run_1/clock_map.png
Scale bar: 20 um.
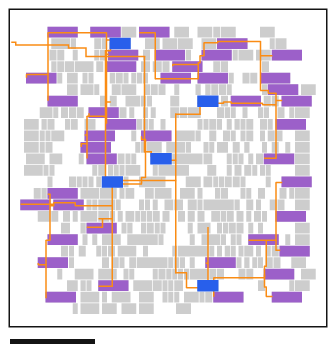
run_1/zoom.png
Window x 17 to 57, y 17 to 57 um. Cells in grey, sequential cells in the stronger grey; small squares are vias.
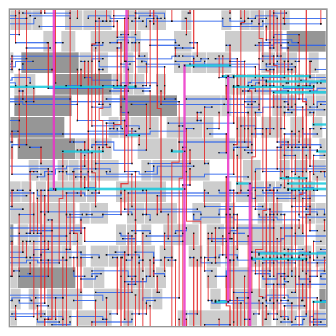
run_1/final_clocks.png
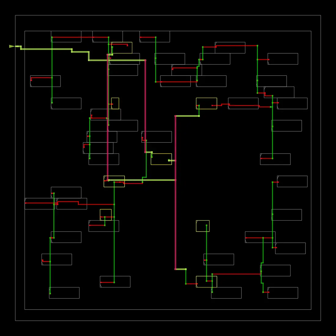
File: config.mk
export PLATFORM = sky130hd
export DESIGN_NAME = board_game_core
export DESIGN_NICKNAME = d
export VERILOG_FILES = /design/src/rtl/board_pkg.sv /design/src/rtl/line_scanner.sv /design/src/rtl/board_game_core.sv
export SDC_FILE = /design/constraint.sdc
export NUM_CORES = 1
export LEC_CHECK = 0
export ABC_AREA = 1
export CAP_MARGIN = 20
export CORE_MARGIN = 2
export CORE_UTILIZATION = 53
export CTS_CLUSTER_DIAMETER = 80
export DETAILED_ROUTE_END_ITERATION = 16
export HOLD_SLACK_MARGIN = 0.02
export PLACE_DENSITY = 0.77
export REMOVE_ABC_BUFFERS = 1
export SLEW_MARGIN = 25
export SYNTH_ARGS = -nofsm -noshare
export SYNTH_HDL_FRONTEND = slang
export SYNTH_SLANG_ARGS = --single-unit
File: constraint.sdc
create_clock -name clk -period 5.8 [get_ports clk]
set_input_delay 0.87 -clock clk [delete_from_list [all_inputs] [get_ports clk]]
set_output_delay 0.87 -clock clk [all_outputs]
set_load 0.01 [all_outputs]
File: src/rtl/board_pkg.sv
// Shared codes and FSM state type for the K-in-a-row board engine.
package board_pkg;

    localparam logic [1:0] CELL_O     = 2'b00;
    localparam logic [1:0] CELL_X     = 2'b01;
    localparam logic [1:0] CELL_EMPTY = 2'b10;

    localparam logic [1:0] WIN_NONE = 2'b00;
    localparam logic [1:0] WIN_O    = 2'b01;
    localparam logic [1:0] WIN_X    = 2'b10;
    localparam logic [1:0] WIN_DRAW = 2'b11;

    localparam logic [1:0] DIR_UP    = 2'b00;
    localparam logic [1:0] DIR_DOWN  = 2'b01;
    localparam logic [1:0] DIR_RIGHT = 2'b10;
    localparam logic [1:0] DIR_LEFT  = 2'b11;

    typedef enum logic [2:0] {IDLE, WRITE, SCAN, RESOLVE, OVER} state_t;

endpackage

File: src/rtl/line_scanner.sv
// Walks outward from the placed cell, one neighbour per cycle, over four axes
// in both senses; flags done/win combinationally for the current neighbour.
module line_scanner #(
    parameter int N  = 3,
    parameter int K  = 3,
    parameter int CW = $clog2(N)
) (
    input  logic                 clk,
    input  logic                 reset,
    input  logic                 start,
    input  logic                 en,
    input  logic [CW-1:0]        orow,
    input  logic [CW-1:0]        ocol,
    input  logic [1:0]           player,
    input  logic [N*N-1:0][1:0]  cells,
    output logic                 done,
    output logic                 win
);
    localparam int CNTW = $clog2(K+1);
    localparam int IW   = $clog2(N*N);

    logic [1:0]        axis;
    logic              neg;
    logic [CW-1:0]     step;
    logic [CNTW-1:0]   count;
    logic signed [CW:0] dl, ro, co, nr, nc;
    logic [IW-1:0]     idx;
    logic              on_board, hit, last;

    // Step only grows after an on-board match, so a coordinate never exceeds N;
    // when N is a power of two, N wraps negative and still reads as off-board.
    always_comb begin
        dl = neg ? -$signed({1'b0, step}) : $signed({1'b0, step});
        ro = $signed({1'b0, orow});
        co = $signed({1'b0, ocol});
        nr = ro;
        nc = co;
        case (axis)
            2'd0:    nc = co + dl;
            2'd1:    nr = ro + dl;
            2'd2:    begin nr = ro + dl; nc = co + dl; end
            default: begin nr = ro + dl; nc = co - dl; end
        endcase
        on_board = (nr >= 0) && (nr < N) && (nc >= 0) && (nc < N);
        idx      = IW'(nr[CW-1:0]) * IW'(N) + IW'(nc[CW-1:0]);
        hit      = on_board && (cells[idx] == player);
        last     = (count == CNTW'(K-1));
        win      = en && hit && last;
        done     = en && ((hit && last) || (!hit && neg && axis == 2'd3));
    end

    always_ff @(posedge clk) begin
        if (reset || start) begin
            axis  <= 2'd0;
            neg   <= 1'b0;
            step  <= CW'(1);
            count <= CNTW'(1);
        end else if (en) begin
            if (hit) begin
                count <= count + CNTW'(1);
                step  <= step + CW'(1);
            end else begin
                step <= CW'(1);
                if (!neg) begin
                    neg <= 1'b1;
                end else begin
                    neg   <= 1'b0;
                    axis  <= axis + 2'd1;
                    count <= CNTW'(1);
                end
            end
        end
    end

endmodule

File: src/rtl/board_game_core.sv
// N x N K-in-a-row engine: board, cursor, turns and win/draw resolution.
// Define BOARD_CURSOR_WRAP_EN to make the cursor wrap at board edges.
module board_game_core
    import board_pkg::*;
#(
    parameter  int N  = 3,
    parameter  int K  = 3,
    localparam int CW = $clog2(N)
) (
    input  logic              clk,
    input  logic              reset,
    input  logic              new_game,
    input  logic [1:0]        dir,
    input  logic              move_valid,
    input  logic              place_valid,
    output logic [CW-1:0]     cursor_row,
    output logic [CW-1:0]     cursor_col,
    output logic [2*N*N-1:0]  board,
    output logic              turn,
    output logic              busy,
    output logic              place_reject,
    output logic [1:0]        winner
);
    localparam int FW = $clog2(N*N+1);
    localparam int IW = $clog2(N*N);
`ifdef BOARD_CURSOR_WRAP_EN
    localparam bit WRAP = 1'b1;
`else
    localparam bit WRAP = 1'b0;
`endif

    state_t               state;
    logic [N*N-1:0][1:0]  cells;
    logic [FW-1:0]        filled;
    logic                 win_q, clear, cur_empty, scan_done, scan_win;
    logic [IW-1:0]        cur_idx;
    logic [1:0]           stone;

    assign clear     = reset | new_game;
    assign cur_idx   = IW'(cursor_row) * IW'(N) + IW'(cursor_col);
    assign cur_empty = (cells[cur_idx] == CELL_EMPTY);
    assign stone     = turn ? CELL_X : CELL_O;
    assign board     = cells;

    function automatic logic [CW-1:0] nudge(input logic [CW-1:0] c, input logic inc);
        if (inc) begin
            if (c == CW'(N-1)) return WRAP ? '0 : c;
            return c + CW'(1);
        end
        if (c == '0) return WRAP ? CW'(N-1) : c;
        return c - CW'(1);
    endfunction

    line_scanner #(.N(N), .K(K), .CW(CW)) u_scan (
        .clk    (clk),
        .reset  (clear),
        .start  (state == WRITE),
        .en     (state == SCAN),
        .orow   (cursor_row),
        .ocol   (cursor_col),
        .player (stone),
        .cells  (cells),
        .done   (scan_done),
        .win    (scan_win)
    );

    always_ff @(posedge clk) begin
        if (clear) begin
            state        <= IDLE;
            cells        <= {N*N{CELL_EMPTY}};
            cursor_row   <= '0;
            cursor_col   <= '0;
            turn         <= 1'b0;
            busy         <= 1'b0;
            place_reject <= 1'b0;
            winner       <= WIN_NONE;
            filled       <= '0;
            win_q        <= 1'b0;
        end else begin
            place_reject <= 1'b0;
            case (state)
                IDLE: begin
                    if (place_valid) begin
                        if (cur_empty) begin
                            state <= WRITE;
                            busy  <= 1'b1;
                        end else begin
                            place_reject <= 1'b1;
                        end
                    end else if (move_valid) begin
                        case (dir)
                            DIR_UP:    cursor_row <= nudge(cursor_row, 1'b0);
                            DIR_DOWN:  cursor_row <= nudge(cursor_row, 1'b1);
                            DIR_RIGHT: cursor_col <= nudge(cursor_col, 1'b1);
                            DIR_LEFT:  cursor_col <= nudge(cursor_col, 1'b0);
                        endcase
                    end
                end
                WRITE: begin
                    cells[cur_idx] <= stone;
                    state          <= SCAN;
                end
                SCAN: begin
                    if (scan_done) begin
                        win_q <= scan_win;
                        state <= RESOLVE;
                    end
                end
                RESOLVE: begin
                    busy <= 1'b0;
                    if (win_q) begin
                        winner <= turn ? WIN_X : WIN_O;
                        state  <= OVER;
                    end else begin
                        filled <= filled + FW'(1);
                        if (filled == FW'(N*N-1)) begin
                            winner <= WIN_DRAW;
                            state  <= OVER;
                        end else begin
                            turn  <= ~turn;
                            state <= IDLE;
                        end
                    end
                end
                default: ;
            endcase
        end
    end

endmodule

==> run summary, run 1 <==
Main metrics from the flow reports.

The run finished with clean final reports. The number of global-route vias before repair came to 2279. The vertical extent of the die came out at 74.56 um. After detailed routing, the average wire length per cell comes to 12.09 um. The most frequently used library cell after synthesis is sky130_fd_sc_hd__nand2_1. The number of vias per cell is 5.100. The count of antenna diodes in the layout came out at 0. The power report attributes to the combinational group a share of 12.4%. The proportion of register bits with asynchronous set or reset after synthesis is 0%.

The I/O pin count is 34. Switching power as a fraction of the total was reported as 27.69%. The number of DRC violations after detailed routing is 0. The detailed-route wire length came out at 5.817 mm. The worst setup path is captured at a flop. The flop and latch count out of synthesis came out at 42. The critical path is of the reg2reg type. The relative contribution of the clock network to total power is 34.6%. The aggregate global routing overflow is 0.

The total standard cell area after synthesis came out at 2639 sq um. The last weighted congestion value of the routability-driven placer came out at 0.8946. The signal arrival time at the worst endpoint is 4960 ps. The total placed cells including tap cells came out at 473. The deepest level of the CTS H-tree is 2. The sequential cell area fraction in the yosys report is 31.86%. The part of the total power dissipated in sequential elements came out at 53.0%. The synthesis report names the predominant flop master as sky130_fd_sc_hd__dfxtp_1.

The final-layout setup total negative slack is 0 ps. Setup repair after global routing left no endpoint under its margin. Looking at the critical path, the single cell with the biggest stage delay is sky130_fd_sc_hd__fa_1. Per the repair_timing log after CTS, setup buffers inserted total 0.

The leakage dissipation came out at 1.391 nW. Yosys mapped the design onto 34 distinct sky130hd cell types. The post-CTS clock slew at the launch and capture registers of the worst setup and hold paths came out at 80 ps. The net count of the finished layout is 443.

The violation tally from detailed-route iteration zero is 129. The post-route antenna net violation count is 0. Gates resized during post-CTS repair numbered 0.

The dominant cell type by count on the critical path is sky130_fd_sc_hd__nand2_1. The OpenROAD report gives the critical path a required time of 6040 ps. The final hold violation count came out at 0.

The worst slew margin relative to its limit came out at 61.41%. The Yosys step of the flow raised 0 warnings. The minimum setup slack among reg-to-reg paths came out at 1090 ps. The number of cell rows came out at 25. The number of antenna violations at the first check in global routing came out at 0. Looking at the clock tree report, the root buffer type is sky130_fd_sc_hd__clkbuf_8.

The shortest period the worst path allows came out at 4713 ps. The post-detailed-placement half-perimeter wirelength is 4.580 mm. The die extent in x came out at 74.56 um. The number of synthesized flops with an enable pin came out at 0. Across all stage logs, warnings added up to 31.

The share of Yosys cell area claimed by the top area cell type came out at 31.86%. The timing report gives the biggest stage delay along the critical path as 540 ps. The final number of setup-violating endpoints is 0. The design internal power came out at 0.0004011 W. The worst supply voltage drop on vdd came out at 0.1057 mV. The share of the clock period used by the worst path came out at 81.26%. For the pin with the worst max-slew slack, the measured transition is 573.6 ps. The average cell area after synthesis is 6.999 sq um. TritonCTS built the clock tree. Max-cap violations in this run came to 0. The cell taking the most area after synthesis is sky130_fd_sc_hd__dfxtp_1. The later pin in the worst-skew pair is clocked with a latency of 310 ps. The count of buffers added on input and output ports is 33.

Per the CTS log, the buffer count on the longest clock path is 2. The floorplan core density came out at 55.50%. The power per cell area came out at 177.6 nW/um^2. The cell count listed in synth_stat.txt came out at 377. Counting instances in the post-synthesis netlist gives the leading cell types as 79 x sky130_fd_sc_hd__nand2_1, 58 x sky130_fd_sc_hd__inv_1, 42 x sky130_fd_sc_hd__dfxtp_1.

The yosys synthesis chip area came out at 2639 sq um. The worst setup path is launched from a flop. Ranked by total cell area, the synthesized netlist is headed by sky130_fd_sc_hd__dfxtp_1 32%, sky130_fd_sc_hd__nand2_1 11%, sky130_fd_sc_hd__inv_1 8.3%, sky130_fd_sc_hd__ha_1 8.1%, sky130_fd_sc_hd__o21ai_0 6.8%. The first-pass GRT wire length is 9.846 mm. Buffers inserted during clock tree synthesis total 5. Max-slew check failures listed in the final report amount to 0. The worst-path maximum fanout came out at 5. Checking hold timing, the worst path is listed with class reg2reg. For this run, the top clock speed supported by timing is 212.2 MHz.

The report puts the hold buffer count at CTS at 0. The number of instances in the synthesized netlist is 377. The share of final-layout standard cells stronger than drive strength 1 came out at 9.903%. The core footprint came out at 4755 sq um. The maximum number of pins on one net before global-route repair is 31. The number of standard cells in the final layout excluding fillers came out at 481. The pre-antenna-repair detailed-routing pass consisted of 4 iterations. The total global routing track utilization came out at 23.28%. The analysis attributes to net switching a power of 0.0001536 W. The area added between synthesis and finish is 18.40%. The final worst clock skew came out at 8.071 ps. The chip area came out at 5559 sq um. The routed layout has 2453 vias.
Notes on clock_map.png above:
[purple] flip-flops | count: 42
[blue] cells driving clock nets | count: 5
[orange] clock wires | length: 539 um
routed clock nets: 6
flops lie: widely spread

Notes on zoom.png above:
[blue] met1
[magenta] met4
[red] met2
[cyan] met3
netlist names of flops here include: cursor_col (2), state (2)
cells with their middle in the window: 188
most frequent: nand2_1 (47), inv_1 (31)
sequential cells in the window: 8

Notes on final_clocks.png above:
number of clock sinks seen by CTS: 42
clk_buf instances: 5

==> run 1: layout by cell type, fill, tap and decap left out, types with 8 or more instances in the layout <==
master / n
sky130_fd_sc_hd__a21oi_1: 23
sky130_fd_sc_hd__inv_2: 8
sky130_fd_sc_hd__ha_1: 17
sky130_fd_sc_hd__nand2_1: 79
sky130_fd_sc_hd__clkdlybuf4s50_1: 33
sky130_fd_sc_hd__inv_1: 58
sky130_fd_sc_hd__dfxtp_1: 42
sky130_fd_sc_hd__o21ai_0: 36
sky130_fd_sc_hd__nand3_1: 23
sky130_fd_sc_hd__nor2_1: 35
==> run 1: layout make-up <==
cell class / instances / area, sq um
Multi-Input combinational cell: 263 / 1518
Timing Repair Buffer: 34 / 337.8
Clock inverter: 3 / 21.27
Tap cell: 67 / 83.83
Inverter: 67 / 254.0
Fill cell: 444 / 1630
Sequential cell: 42 / 840.8
Clock buffer: 5 / 68.82
==> run 1: flip-flops by register name, indices dropped and copies added (netlist names) <==
| signal | cells |
|---|---|
| board | 18 |
| filled | 4 |
| state | 3 |
| cursor_col | 2 |
| cursor_row | 2 |
| u_scan.axis | 2 |
| u_scan.count | 2 |
| u_scan.step | 2 |
| winner | 2 |
| busy | 1 |
| place_reject | 1 |
| turn | 1 |
| u_scan.neg | 1 |
| win_q | 1 |
==> run 1: path summary, 6_finish.rpt <==
check,end,from,cells after the start
hold / removal,u_scan.count[0],u_scan.count[0],2
setup / recovery,state[1],u_scan.step[0],29
setup reg to reg,state[1],u_scan.step[0],29
hold reg to reg,u_scan.count[0],u_scan.count[0],2
==> run 1: power groups by stage <==
stage | registers, W | logic (W) | clock network, W
global placement | 0.000301 | 0.0000668 | 0
global route | 0.000295 | 0.0000782 | 0.000211
finish | 0.000294 | 0.0000686 | 0.000192
floorplan | 0.000301 | 0.0000484 | 0
detailed placement | 0.000301 | 0.0000684 | 0
CTS | 0.000294 | 0.0000686 | 0.000199
==> run 1: layer usage <==
layer / GRT usage (%) / share of wire (%) / wire, um
met1: 27.30 / 43 / 2527
met2: 40.31 / 49 / 2876
met3: 3.794 / 3.8 / 219
met4: 12.90 / 3.3 / 193
met5: 0 / 0 / 0
==> run 1: kinds of logic (layout without fill, tap and decap cells) <==
| kind of cell | after synthesis | after routing | synth area share, % |
|---|---|---|---|
| flops | 42 | 42 | 31.86 |
| xor+xnor | 3 | 3 | 0.9959 |
| buf+inv | 72 | 109 | 10.62 |
| compound gates | 71 | 71 | 14.65 |
| fa+ha+maj | 23 | 23 | 12.61 |
| simple gates | 166 | 166 | 29.26 |
==> run 1: metrics by stage <==
step                hold slack, ps  setup WS [ps]   power, W  cell area, sq um  util (%)
floorplan                    428.9           1376  0.0003492              2613         -
global placement             441.1           1241  0.0003676              3034     63.82
detailed placement           449.1           1114  0.0003693              3034     63.82
CTS                          469.9           1080  0.0005615              3124     65.71
global route                 492.2          684.5  0.0005835              3124     65.71
finish                       467.0           1087  0.0005547              3124     65.71
==> run 1: critical path, delay by kind of cell (launching register included) <==
family	cells	cell delay (ps)
adders and majority gates	6	2220
and+or+nand+nor	16	1260
AOI/OAI and AO/OA	2	460
DFF	1	360
buffers and inverters	5	330
==> run 2, diff against run 1 <==
--- a/config.mk
+++ b/config.mk
@@ -8,11 +8,11 @@
 export ABC_AREA = 1
 export CAP_MARGIN = 20
 export CORE_MARGIN = 2
-export CORE_UTILIZATION = 53
+export CORE_UTILIZATION = 50
 export CTS_CLUSTER_DIAMETER = 80
 export DETAILED_ROUTE_END_ITERATION = 16
 export HOLD_SLACK_MARGIN = 0.02
-export PLACE_DENSITY = 0.77
+export PLACE_DENSITY = 0.76
 export REMOVE_ABC_BUFFERS = 1
 export SLEW_MARGIN = 25
 export SYNTH_ARGS = -nofsm -noshare
==> constraint.sdc (replaced) <==
create_clock -name clk -period 4.1 [get_ports clk]
set_input_delay 0.615 -clock clk [delete_from_list [all_inputs] [get_ports clk]]
set_output_delay 0.615 -clock clk [all_outputs]
set_load 0.01 [all_outputs]
==> run 2 against run 1 <==
  * The run now ends with negative setup slack left
  * Register-to-register slack lost 1200 ps
  * Sequential share of layout area is 2.0 points lower
  * Critical path depth is 1 lower
  * Clock-buffer cell count unchanged
  * Non-clock buffer count is 16 higher
==> run summary, run 2 <==
Main metrics from the flow reports.

The required time of the worst setup path came out at 4280 ps (was 6040 ps). The number of vias per cell came out at 5.154 (was 5.100). The vertical extent of the die came to 76.65 um (was 74.56 um). The final worst clock skew came out at 3.378 ps (was 8.071 ps). The number of buffers on the longest clock path is 2 (unchanged). The share of final-layout standard cells stronger than drive strength 1 is 18.37% (was 9.903%). The delay of the slowest cell on the worst path came out at 520 ps (was 540 ps). The count of yosys warnings during synthesis is 0 (unchanged).

The count of hold buffers inserted by post-cts repair came to 0 (unchanged). The count of vias placed by the detailed router came to 2577 (was 2453). The pin slew with the least headroom to its limit is 617.0 ps (was 573.6 ps). The buffer and inverter count on the worst path came out at 6 (was 5).

The number of global-route vias before repair came out at 2363 (was 2279). The startpoint type of the worst setup path is a flop (unchanged). The post-CTS clock slew at the launch and capture registers of the worst setup and hold paths came out at 80 ps (about the same). The primary flip-flop cell chosen by synthesis mapping is sky130_fd_sc_hd__dfxtp_1 (unchanged). The worst-path maximum fanout is 6 (was 5). The first-pass GRT wire length is 10.81 mm (was 9.846 mm). The flop and latch count out of synthesis is 42 (unchanged). The CTS tree was done (unchanged). The signal arrival time at the worst endpoint is 4430 ps (was 4960 ps). The deepest level of the CTS H-tree is 2 (unchanged). The die extent in x is 76.65 um (was 74.56 um). The dominant cell type by count on the critical path is sky130_fd_sc_hd__nand2_1 (unchanged). The leakage dissipation is 1.498 nW (was 1.391 nW). The shortest period the worst path allows is 4252 ps (was 4713 ps). The cell at the slowest stage of the critical path is sky130_fd_sc_hd__fa_1 (unchanged). Most frequently placed logic cells in the final layout: 76 x sky130_fd_sc_hd__nand2_1, 53 x sky130_fd_sc_hd__inv_1, 40 x sky130_fd_sc_hd__dfxtp_1 (was 79 x sky130_fd_sc_hd__nand2_1, 58 x sky130_fd_sc_hd__inv_1, 42 x sky130_fd_sc_hd__dfxtp_1).

The maximum number of pins on one net before global-route repair is 31 (unchanged). The clock net sink count was 42 (unchanged). The I/O pin count came out at 34 (unchanged). The final number of setup-violating endpoints is 10 (was 0). The average cell area after synthesis is 6.999 sq um (unchanged). The cell count listed in synth_stat.txt is 377 (unchanged). The number of cell rows is 26 (was 25). The final hold slack came out at 463.0 ps (was 467.0 ps). The dominant logic cell type in the layout is sky130_fd_sc_hd__nand2_1 (unchanged).

The last weighted congestion value of the routability-driven placer came out at 0.9164 (was 0.8946). The class of the most critical hold timing path was reg2reg (unchanged). The power per cell area is 272.9 nW/um^2 (was 177.6 nW/um^2). The root buffer selected by CTS is sky130_fd_sc_hd__clkbuf_8 (unchanged). The critical setup path kind is reg2reg (unchanged). The yosys synthesis chip area came out at 2639 sq um (unchanged). The floorplan core density came to 51.67% (was 55.50%). The proportion of register bits with asynchronous set or reset after synthesis was 0% (unchanged). The violation tally from detailed-route iteration zero was 121 (was 129). The post-detailed-placement half-perimeter wirelength came out at 4.849 mm (was 4.580 mm). The share of Yosys cell area claimed by the top area cell type came out at 31.86% (unchanged). The area after detailed placement came out at 3120 sq um (was 3034 sq um). The core footprint is 5107 sq um (was 4755 sq um). The final hold violation count came out at 0 (unchanged). The total standard cell area after synthesis is 2639 sq um (unchanged). The post-layout net count is 459 (was 443).

The top cell type by instance count after synthesis is sky130_fd_sc_hd__nand2_1 (unchanged). The capturing element type of the critical path is a flop (unchanged). Setup repair after global routing missed its margin: true (was false). The family with the most delay on the worst path was adder cells (unchanged). The number of antenna violations at the first check in global routing came out at 0 (unchanged). The max-slew violation total from the final report is 0 (unchanged). The core occupancy in the finished layout came out at 66.29% (was 65.71%). Result of the run: finished with violations (was completed).

The worst supply voltage drop on vdd came out at 0.2756 mV (was 0.1057 mV). The flip-flop count of the largest register, all copies and words added came out at 18 (unchanged). The area added between synthesis and finish came out at 28.31% (was 18.40%). Ranking of synthesized cells by area: sky130_fd_sc_hd__dfxtp_1 32%, sky130_fd_sc_hd__nand2_1 11%, sky130_fd_sc_hd__inv_1 8.3%, sky130_fd_sc_hd__ha_1 8.1%, sky130_fd_sc_hd__o21ai_0 6.8% (unchanged). The number of DRC violations after detailed routing is 0 (unchanged). The cell taking the most area after synthesis is sky130_fd_sc_hd__dfxtp_1 (unchanged). The final reports fail on negative setup slack. The share of the clock period used by the worst path was 103.7% (was 81.26%). The number of synthesized flops with an enable pin was 0 (unchanged). The aggregate global routing overflow came to 0 (unchanged). The post-route antenna net violation count was 0 (unchanged). The detailed-route wire length came out at 6.474 mm (was 5.817 mm). The mean routed wirelength per cell came out at 12.95 um (was 12.09 um). The chip area is 5874 sq um (was 5559 sq um). The sequential cell area fraction in the yosys report is 31.86% (unchanged).

The post-place setup slack came out at -314.1 ps (was 1114 ps). The count of tool warnings came out at 33 (was 31). The number of maximum-capacitance violations is 0 (unchanged). The final worst slack was -152.1 ps (was 1087 ps). The worst slew margin relative to its limit came out at 58.49% (was 61.41%).

The count of antenna diodes in the layout came out at 0 (unchanged). The number of instances in the synthesized netlist came to 377 (unchanged). The first-pass iteration count of the detailed router came out at 4 (unchanged). The post-synthesis cell type count was 34 (unchanged).

The maximum operating frequency was 235.2 MHz (was 212.2 MHz).
[run 2: cell types whose count changed in the layout (fill, tap and decap cells not counted), moves of 3 or more]
cell / change
sky130_fd_sc_hd__buf_4: +16
sky130_fd_sc_hd__inv_1: -5
sky130_fd_sc_hd__a21oi_1: -4
sky130_fd_sc_hd__a21oi_2: +4
sky130_fd_sc_hd__inv_2: +4
sky130_fd_sc_hd__nand2_1: -3
[run 2: logic make-up (layout without fill, tap and decap cells)]
group | Yosys count | in the layout | synth area share, %
xor gates and xnor gates | 3 | 3 | 0.9959
adders and majority gates | 23 | 23 | 12.61
and+or+nand+nor | 166 | 166 | 29.26
DFF | 42 | 42 | 31.86
buffers and inverters | 72 | 125 | 10.62
AOI/OAI and AO/OA | 71 | 71 | 14.65
[run 2: per-layer routing]
metal | part of all wire (%) | wire, um | global-route usage (%)
met5 | 0 | 0 | 0
met4 | 1.7 | 113 | 7.455
met3 | 3.7 | 240 | 3.673
met2 | 52 | 3375 | 41.15
met1 | 42 | 2744 | 27.17
[run 2: area by class of cell]
cell class / count / area [sq um]
fill: 456 / 1722
tap: 70 / 87.58
timing repair buffer: 50 / 457.9
multi-input combinational: 263 / 1603
sequential: 42 / 843.3
clock buffer: 5 / 68.82
inverter: 67 / 256.5
clock inverter: 3 / 68.82
[run 2: worst paths after layout]
check | startpoint | end | slack [ps] | cells after the start
min reg2reg | u_scan.count[0] | u_scan.count[0] | 460 | 2
max reg2reg | u_scan.step[1] | u_scan.count[1] | -150 | 28
max | u_scan.step[1] | u_scan.count[1] | -150 | 28
min | u_scan.count[0] | u_scan.count[0] | 460 | 2
[run 2: power by group]
group | internal [W] | total [W] | switching [W]
clock network | 0.000244 | 0.000397 | 0.000153
registers | 0.000412 | 0.000415 | 0.00000350
logic | 0.0000431 | 0.000111 | 0.0000683
total | 0.000699 | 0.000924 | 0.000225
[run 2: what timing repair did]
item	4_1_cts	5_1_grt
resized	12	17
pin swaps	9	20
setup endpoints to repair	10	10
setup buffers	1	4
endpoints found under the hold margin	0	0
[run 2: through the flow]
stage / instances / setup TNS [ps] / total power, W
3_5_place_dp: 487 / -2539 / 0.0005239
4_1_cts: 496 / -532.3 / 0.0009231
2_1_floorplan: 372 / -2523 / 0.0004940
3_3_place_gp: 487 / -1832 / 0.0005225
6_report: 500 / -991.0 / 0.0009241
5_1_grt: 500 / -3671 / 0.0009640
[run 2: worst reg2reg max path, delay by kind of cell, from the launching register on]
kind,cells,cell delay (ps)
fa+ha+maj,6,2070
compound gates,3,260
simple gates,13,1110
buf+inv,6,360
flops,1,340
run_2/final_clocks.png
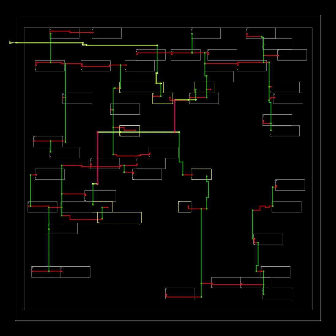
number of buffers inserted during clock tree synthesis: 5
flip-flops: 42
power dissipated in the clock network: 0.000397 W
clk latency late pin: 300 ps

run_2/clock_map.png
Scale bar: 20 um.
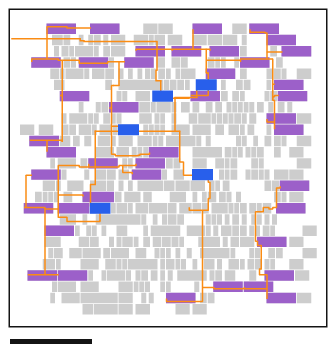

==> run 3, diff against run 2 <==
--- a/config.mk
+++ b/config.mk
@@ -7,7 +7,7 @@
 export LEC_CHECK = 0
 export ABC_AREA = 1
 export CAP_MARGIN = 20
-export CORE_MARGIN = 2
+export CORE_MARGIN = 10
 export CORE_UTILIZATION = 50
 export CTS_CLUSTER_DIAMETER = 80
 export DETAILED_ROUTE_END_ITERATION = 16
run_3/clock_map.png
Scale bar: 20 um.
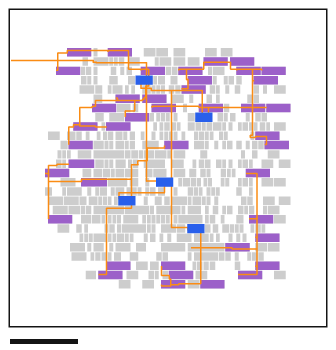
[blue] cells driving clock nets | count: 5
[orange] clock wires | length: 586 um
[purple] flip-flops | count: 42
routed clock nets: 6

==> run 3 against run 2 <==
  * The flow still finishes with violations (negative setup slack)
  * Total power fell by 7.1%
  * Combinational power decreased by 5%
  * Largest power group unchanged
  * Non-clock buffer count shrank 3
==> run summary, run 3 <==
Main metrics from the flow reports.

The number of vias per cell came out at 5.139 (was 5.154). The leakage dissipation is 1.474 nW (was 1.498 nW). The sequential cell area fraction in the yosys report came out at 31.86% (unchanged). Ranking of synthesized cells by area: sky130_fd_sc_hd__dfxtp_1 32%, sky130_fd_sc_hd__nand2_1 11%, sky130_fd_sc_hd__inv_1 8.3%, sky130_fd_sc_hd__ha_1 8.1%, sky130_fd_sc_hd__o21ai_0 6.8% (unchanged).

The post-CTS clock slew at the launch and capture registers of the worst setup and hold paths came to 90 ps (was 80 ps). The number of cell rows is 26 (unchanged). The area added between synthesis and finish is 26.03% (was 28.31%).

The number of global-route vias before repair is 2445 (was 2363). Setup repair after global routing missed its margin: true (unchanged). The post-synthesis cell type count is 34 (unchanged). The proportion of synthesized area in mux cells is 0% (unchanged).

The final number of setup-violating endpoints is 9 (was 10). The number of buffers inserted during clock tree synthesis is 5 (unchanged). The number of instances in the synthesized netlist is 377 (unchanged). The core occupancy in the finished layout came out at 65.12% (was 66.29%). The critical setup path kind is reg2reg (unchanged). The deepest level of the CTS H-tree came out at 2 (unchanged). The primary flip-flop cell chosen by synthesis mapping is sky130_fd_sc_hd__dfxtp_1 (unchanged). The share of final-layout standard cells stronger than drive strength 1 came to 16.39% (was 18.37%). The max-slew violation total from the final report came out at 0 (unchanged). The total global routing track utilization came out at 15.93% (was 22.69%). The floorplan core density is 51.67% (unchanged). The root buffer selected by CTS was sky130_fd_sc_hd__clkbuf_8 (unchanged). The vertical extent of the die came to 92.65 um (was 76.65 um). The detailed-route wire length came out at 6.836 mm (was 6.474 mm). The class of the most critical hold timing path was reg2reg (unchanged).

The count of yosys warnings during synthesis came to 0 (unchanged). The aggregate global routing overflow is 0 (unchanged). The last weighted congestion value of the routability-driven placer came out at 0.9330 (was 0.9164). The number of synthesized flops with an enable pin is 0 (unchanged). The power per cell area is 258.2 nW/um^2 (was 272.9 nW/um^2).

The number of buffers on the longest clock path is 2 (unchanged). The CTS tree is done (unchanged). The first-pass iteration count of the detailed router is 5 (was 4). Most frequently placed logic cells in the final layout: 77 x sky130_fd_sc_hd__nand2_1, 56 x sky130_fd_sc_hd__inv_1, 40 x sky130_fd_sc_hd__dfxtp_1 (was 76 x sky130_fd_sc_hd__nand2_1, 53 x sky130_fd_sc_hd__inv_1, 40 x sky130_fd_sc_hd__dfxtp_1). The die extent in x came out at 92.65 um (was 76.65 um).

The post-synthesis simple-gate area fraction came to 29.26% (unchanged). The worst supply voltage drop on vdd is 0.1286 mV (was 0.2756 mV). The capturing element type of the critical path is a flop (unchanged). The average cell area after synthesis was 6.999 sq um (unchanged). The maximum operating frequency is 236.3 MHz (was 235.2 MHz). The signal arrival time at the worst endpoint is 4470 ps (was 4430 ps). The share of Yosys cell area claimed by the top area cell type is 31.86% (unchanged). The top cell type by instance count after synthesis is sky130_fd_sc_hd__nand2_1 (unchanged). The xor/xnor cell area share of the yosys netlist is 0.9957% (unchanged). The startpoint type of the worst setup path is a flop (unchanged). The cell taking the most area after synthesis is sky130_fd_sc_hd__dfxtp_1 (unchanged).

The post-layout net count is 456 (was 459). The cell count listed in synth_stat.txt came to 377 (unchanged). The yosys synthesis chip area came to 2639 sq um (unchanged). The post-route antenna net violation count is 0 (unchanged). The layout filler cell count came to 460 (was 456). The clock latency at the later pin of the worst-skew pair came out at 300 ps (about the same). The share of the clock period used by the worst path is 103.2% (was 103.7%).

The number of port buffers is 33 (unchanged). The core footprint was 5107 sq um (unchanged). The shortest period the worst path allows is 4231 ps (was 4252 ps).

The violation tally from detailed-route iteration zero was 129 (was 121). The cell at the slowest stage of the critical path is sky130_fd_sc_hd__fa_1 (unchanged). Cell types with the highest counts after synthesis: 79 x sky130_fd_sc_hd__nand2_1, 58 x sky130_fd_sc_hd__inv_1, 42 x sky130_fd_sc_hd__dfxtp_1 (unchanged). The final worst slack is -131.5 ps (was -152.1 ps). The number of antenna violations at the first check in global routing came out at 0 (unchanged). The count of antenna diodes in the layout is 0 (unchanged). The final hold violation count is 0 (unchanged). The adder and majority gate portion of the synthesized area came out at 12.61% (unchanged). Failing checks: negative setup slack (unchanged). The post-detailed-placement half-perimeter wirelength came out at 5.157 mm (was 4.849 mm). The I/O pin count is 34 (unchanged). The final worst clock skew is 7.109 ps (was 3.378 ps). The dominant logic cell type in the layout is sky130_fd_sc_hd__nand2_1 (unchanged).

The total standard cell area after synthesis came out at 2639 sq um (unchanged). The number of maximum-capacitance violations was 0 (unchanged). Result of the run: finished with violations (unchanged). The final hold slack was 461.8 ps (was 463.0 ps).

The worst slew margin relative to its limit came out at 61.01% (was 58.49%). The number of DRC violations after detailed routing is 0 (unchanged). The proportion of register bits with asynchronous set or reset after synthesis is 0% (unchanged).

The maximum number of pins on one net before global-route repair is 27 (was 31). The count of vias placed by the detailed router was 2554 (was 2577). The first-pass GRT wire length is 11.22 mm (was 10.81 mm).
## run 3: cell types whose count changed in the layout (fill, tap and decap cells not counted), sizes merged
cell / before / now
bufinv: 2 / 1
inv: 67 / 68
buf: 17 / 14
## run 3: stage by stage
step / cells / total power [W] / setup slack [ps] / TNS, ps / cell area [sq um]
2_1_floorplan: 372 / 0.0004940 / -323.9 / -2523 / 2613
3_3_place_gp: 486 / 0.0005238 / -213.7 / -1711 / 3113
3_5_place_dp: 486 / 0.0005258 / -327.0 / -2699 / 3113
4_1_cts: 495 / 0.0008641 / -102.2 / -638.7 / 3263
5_1_grt: 497 / 0.0008934 / -378.7 / -3017 / 3326
6_report: 497 / 0.0008587 / -131.5 / -712.4 / 3326
## run 3: cell families (layout without fill, tap and decap cells)
| group | Yosys count | in the layout |
|---|---|---|
| flops | 42 | 42 |
| compound gates | 71 | 71 |
| simple gates | 166 | 166 |
| fa+ha+maj | 23 | 23 |
| buf+inv | 72 | 122 |
| xor+xnor | 3 | 3 |
## run 3: metal layers
metal / vias up / global-route usage [%] / wire, um
met5: - / 0 / 0
met4: 0 / 9.383 / 286
met3: 23 / 4.197 / 380
met2: 77 / 28.00 / 3364
met1: 1148 / 16.77 / 2805
li1: 1306 / - / -
## run 3: what timing repair did
action	in CTS	in global routing
pin swaps	6	10
resized	12	11
setup buffers	1	2
endpoints found under the setup margin	10	10
gates cloned	0	0
endpoints found under the hold margin	0	0
## run 3: final timing paths
check	from	endpoint	slack, ps	cells past startpoint
setup / recovery	u_scan.step[0]	u_scan.count[1]	-130	26
hold / removal	u_scan.count[0]	u_scan.count[0]	460	2
setup reg to reg	u_scan.step[0]	u_scan.count[1]	-130	26
hold reg to reg	u_scan.count[0]	u_scan.count[0]	460	2
## run 3: area by class of cell
class,count,area [sq um],area share [%]
Timing Repair Buffer,47,435.4,13.09
Clock buffer,5,68.82,2.069
Sequential cell,42,843.3,25.36
Tap cell,70,87.58,2.634
Multi-Input combinational cell,263,1593,47.89
Inverter,67,254.0,7.637
Clock inverter,3,43.79,1.317
## run 3: power breakdown
part | leakage (nW) | switching (W) | internal (W)
combinational | 1.08 | 0.0000662 | 0.0000397
sequential | 0.339 | 0.00000402 | 0.000412
clock | 0.0585 | 0.000155 | 0.000183
## run 3: worst max-delay path: cells and delay by family, from the launching register on
family | cells | cell delay, ps
adders and majority gates | 6 | 2040
and+or+nand+nor | 12 | 1050
AOI/OAI and AO/OA | 3 | 370
DFF | 1 | 350
buffers and inverters | 5 | 320
Power figures rest on the tool's default switching activity, not on a simulated workload.
